===== src/rtl/operand_fetch.sv =====
`default_nettype none
// ============================================================================
// Module   : operand_fetch
// Purpose  : Decode stage with a 16-entry pending-write scoreboard and a
//            one-deep output register. Optional writeback bypass is enabled by
//            defining OPERAND_FETCH_BYPASS_EN.
// Revision : 1.0 - initial release
// ============================================================================
module operand_fetch #(
  parameter int DW = 32
) (
  input  logic          clk,
  input  logic          rst,
  input  logic          in_valid,
  output logic          in_ready,
  input  logic [31:0]   in_instr,
  output logic [4:0]    rf_addr_a,
  output logic [4:0]    rf_addr_b,
  input  logic [DW-1:0] rf_do_a,
  input  logic [DW-1:0] rf_do_b,
  input  logic          wb_en,
  input  logic [4:0]    wb_addr,
  input  logic [DW-1:0] wb_data,
  output logic          out_valid,
  input  logic          out_ready,
  output logic          out_wr,
  output logic [4:0]    out_op,
  output logic [4:0]    out_rd,
  output logic [DW-1:0] out_a,
  output logic [DW-1:0] out_b,
  output logic [DW-1:0] out_imm
);

  logic [3:0]    rs1, rs2, rd;
  logic          wr;
  logic          byp_a, byp_b;
  logic          haz_a, haz_b, haz_waw, hazard, issue;
  logic [DW-1:0] opnd_a, opnd_b;

  logic [15:0]   pending_q, pending_d;
  logic          out_valid_q, out_valid_d;
  logic          out_wr_q, out_wr_d;
  logic [4:0]    out_op_q, out_op_d;
  logic [4:0]    out_rd_q, out_rd_d;
  logic [DW-1:0] out_a_q, out_a_d;
  logic [DW-1:0] out_b_q, out_b_d;
  logic [DW-1:0] out_imm_q, out_imm_d;

  // Only 16 architectural registers: bit 4 of every register field is dropped.
  assign rs1 = in_instr[19:16];
  assign rs2 = in_instr[14:11];
  assign rd  = in_instr[24:21];
  assign wr  = in_instr[31];

  assign rf_addr_a = {1'b0, rs1};
  assign rf_addr_b = {1'b0, rs2};

`ifdef OPERAND_FETCH_BYPASS_EN
  assign byp_a = wb_en && (wb_addr[3:0] == rs1);
  assign byp_b = wb_en && (wb_addr[3:0] == rs2);
  logic unused_bits;
  assign unused_bits = ^{in_instr[25], in_instr[20], wb_addr[4]};
`else
  assign byp_a = 1'b0;
  assign byp_b = 1'b0;
  logic unused_bits;
  assign unused_bits = ^{in_instr[25], in_instr[20], wb_addr[4], wb_data};
`endif

  assign opnd_a = byp_a ? wb_data : rf_do_a;
  assign opnd_b = byp_b ? wb_data : rf_do_b;

  // A writeback in flight never resolves WAW: the pending bit is still set.
  assign haz_a   = pending_q[rs1] && !byp_a;
  assign haz_b   = pending_q[rs2] && !byp_b;
  assign haz_waw = wr && pending_q[rd];
  assign hazard  = in_valid && (haz_a || haz_b || haz_waw);

  assign in_ready = !rst && !hazard && (!out_valid_q || out_ready);
  assign issue    = in_valid && in_ready;

  always_comb begin
    pending_d   = pending_q;
    out_valid_d = out_valid_q;
    out_wr_d    = out_wr_q;
    out_op_d    = out_op_q;
    out_rd_d    = out_rd_q;
    out_a_d     = out_a_q;
    out_b_d     = out_b_q;
    out_imm_d   = out_imm_q;

    // Clear first so a same-cycle set of the same register wins.
    if (wb_en)
      pending_d[wb_addr[3:0]] = 1'b0;
    if (issue && wr)
      pending_d[rd] = 1'b1;

    if (issue) begin
      out_valid_d = 1'b1;
      out_wr_d    = wr;
      out_op_d    = in_instr[30:26];
      out_rd_d    = {1'b0, rd};
      out_a_d     = opnd_a;
      out_b_d     = opnd_b;
      out_imm_d   = {{(DW-16){in_instr[15]}}, in_instr[15:0]};
    end else if (out_ready) begin
      out_valid_d = 1'b0;
    end
  end

  always_ff @(posedge clk or posedge rst) begin
    if (rst) begin
      pending_q   <= '0;
      out_valid_q <= 1'b0;
      out_wr_q    <= 1'b0;
      out_op_q    <= '0;
      out_rd_q    <= '0;
      out_a_q     <= '0;
      out_b_q     <= '0;
      out_imm_q   <= '0;
    end else begin
      pending_q   <= pending_d;
      out_valid_q <= out_valid_d;
      out_wr_q    <= out_wr_d;
      out_op_q    <= out_op_d;
      out_rd_q    <= out_rd_d;
      out_a_q     <= out_a_d;
      out_b_q     <= out_b_d;
      out_imm_q   <= out_imm_d;
    end
  end

  assign out_valid = out_valid_q;
  assign out_wr    = out_wr_q;
  assign out_op    = out_op_q;
  assign out_rd    = out_rd_q;
  assign out_a     = out_a_q;
  assign out_b     = out_b_q;
  assign out_imm   = out_imm_q;

endmodule
`default_nettype wire


===== config.mk =====
export PLATFORM = sky130hd
export DESIGN_NAME = operand_fetch
export DESIGN_NICKNAME = d
export VERILOG_FILES = /design/src/rtl/operand_fetch.sv
export SDC_FILE = /design/constraint.sdc
export NUM_CORES = 1
export LEC_CHECK = 0
export ABC_AREA = 1
export CAP_MARGIN = 40
export CORE_MARGIN = 4
export CORE_UTILIZATION = 43
export DETAILED_ROUTE_END_ITERATION = 8
export PLACE_DENSITY_LB_ADDON = 0.15
export SLEW_MARGIN = 15
export SYNTH_ARGS = -nofsm -noshare
export SYNTH_HDL_FRONTEND = slang
export SYNTH_SLANG_ARGS = --single-unit

===== constraint.sdc =====
create_clock -name clk -period 10.1 [get_ports clk]
set_input_delay 1.515 -clock clk [delete_from_list [all_inputs] [get_ports clk]]
set_output_delay 1.515 -clock clk [all_outputs]
set_load 0.01 [all_outputs]

==> images/floorplan.png <==
The bar under the picture is 20 um long. Pins as bars on the die edge. Tap cells in grey.
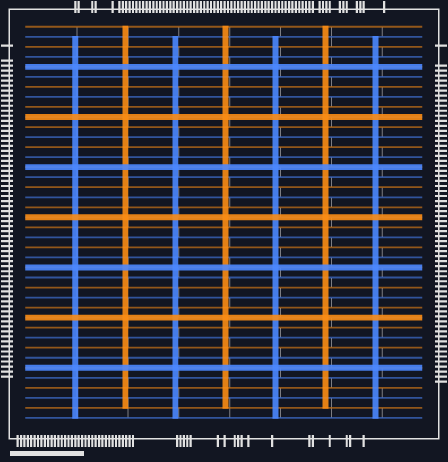
legend:
  orange:
    net: VDD
  blue:
    net: VSS
rows: 39
tap cells: 143
met5 straps: 7
VDD IR max: 112.9 uV
core area: 0.01142 mm2

==> images/class_map.png <==
The bar under the picture is 20 um long.
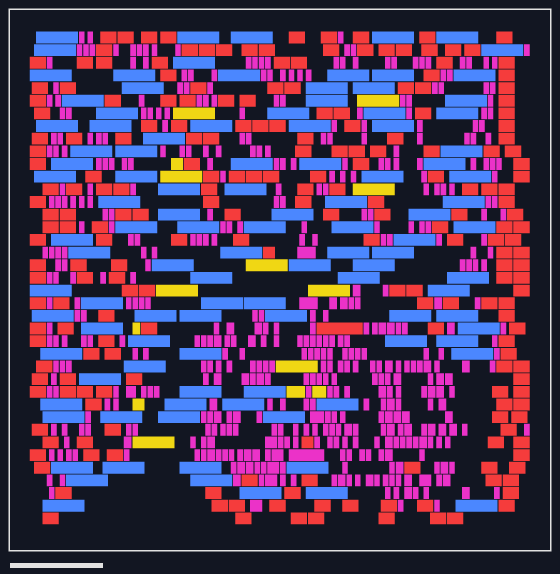
legend:
  yellow:
    class: clock drivers and dummy loads
    cells: 14
  red:
    class: remaining buffers and delay cells
    cells: 221
  magenta:
    class: remaining logic cells
    cells: 493
  blue:
    class: registers
    cells: 107
final instance area: 0.007331 mm2
Seq area share: 36.53%
Final Core Density: 64.20%
Row Count: 39

==> out/metrics.yaml <==
setup_path:
  criticalPathCategory: "in -> out"
  max_stage_delay_ns: 0.76
  path_cells: "clkdlybuf4s50_1 > inv_2 > nand2_1 > nand2_1 > nand2_1 > nand2_1 > nand2_1 > nand2_1 > o21ai_2 > nand2_1 > a21boi_0 > clkdlybuf4s50_1"
  ff2ff_path_depth: 13
  required_ns: 8.59
  r2r-end: "out_imm[4]"
  arrival_ns: 3.85
  r2r_start: "pending_q[7]"
  crit_slowest_cell: "clkdlybuf4s50_1"
  crit_path_end_kind: "output port"
  cp-endpoint: "in_ready"
clocking:
  cts_sinks: 107
  ctsResizeCount: 0
  cts_tree: "done"
  htree_levels: 3
  numCtsBuffers: 9
  clock-root-buffer: "clkbuf_16"
detailed_routing:
  top_layer: "met4"
  drc: 0
final_layout:
  fill_cells: 1003
  clkCellAreaFrac_pct: 3.618
  final_cell_mix: "nand2_1 (362), clkdlybuf4s50_1 (218), dfrtp_1 (107)"
  sh_comb_area_pct: 24.88
  clkbuf_count: 9
  inverters: 40
  nets: 970
  buffer_area_share_pct: 30.35
  dominant-cell-class: "flip-flops and latches"
  combGateArea_mm2: 0.001824
  regArea_mm2: 0.002678
  num_antenna_cells: 0
  nFlopsAndLatches: 107
placement:
  postPlaceCellArea_mm2: 0.007066
  pre_cts_ws_ns: 4.723
  dp.cells: 964
power:
  p_comb_share_pct: 36.1
  p_leak_nw: 3.671
  intPower_mw: 0.9974
  pg_comb_mw: 0.524
  switchingPower_mw: 0.4538
  total_power_mw: 1.451
  p_seq_share_pct: 41.5
logic_synthesis:
  synthTopCellsByCount: "nand2_1 (362), dfrtp_1 (107), inv_1 (36)"
  yosys_warnings: 0
  most_common_cell: "nand2_1"
  synth_seq_share_pct: 53.33
  xor_area_share_pct: 0
  synth-area-yosys_mm2: 0.005021
  simple_gate_share_pct: 32.37
  aoi_share_pct: 3.563
  fa_ha_area_share_pct: 0
  ys_ff: 107
  synth_cell_types: 20
  ys.flop_type: "dfrtp_1"
global_route:
  use_met1_pct: 25.67
  antenna_found_initial: 0
  busiest_layer: "met2"
  grt_pass1_vias: 4479
  grt-ovfl-total: 0
  use_met3_pct: 6.475
min_path:
  hp-class: "reg -> reg"
run:
  warnings: 61
  cap_violations: 0
floorplan:
  tapCellCount: 143
  fp_util_pct: 43.97
timing:
  rsz0062_at_grt: "false"
  worst_slack_ns: 4.730
  fin_crit_ns: 5.370
run_status:
  status: "finished, final reports clean"
==> images/clock_wires.png <==
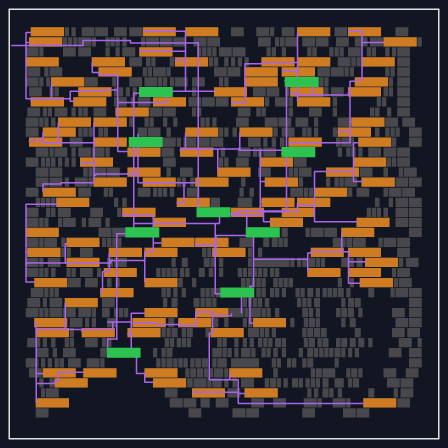
legend:
  orange:
    item: flip-flops
    count: 107
  purple:
    item: clock wires
    length: 1300 um
  green:
    item: clock-net drivers
    count: 9
routed clock nets: 10
flops lie: all over the die
power share of the clock group: 22.4%
clock group power: 0.326 mW
clock skew: 0.008064 ns
Late-Pin Clk Latency: 0.34 ns

==> images/layers.png <==
The bar under the picture is 20 um long. Two of the layers only.
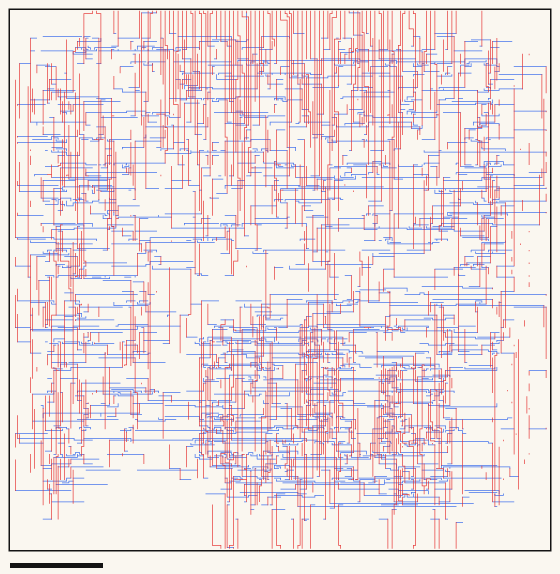
legend:
  red:
    layer: M2
    wire_length: 7130 um
  blue:
    layer: M1
    wire_length: 5700 um
All-Layer GR Usage: 20.93%
DR WL/cell: 14.75 um
Vias: 4673
WL final: 14.43 mm

No activity file was given, so power comes from the tool's default toggle rates.
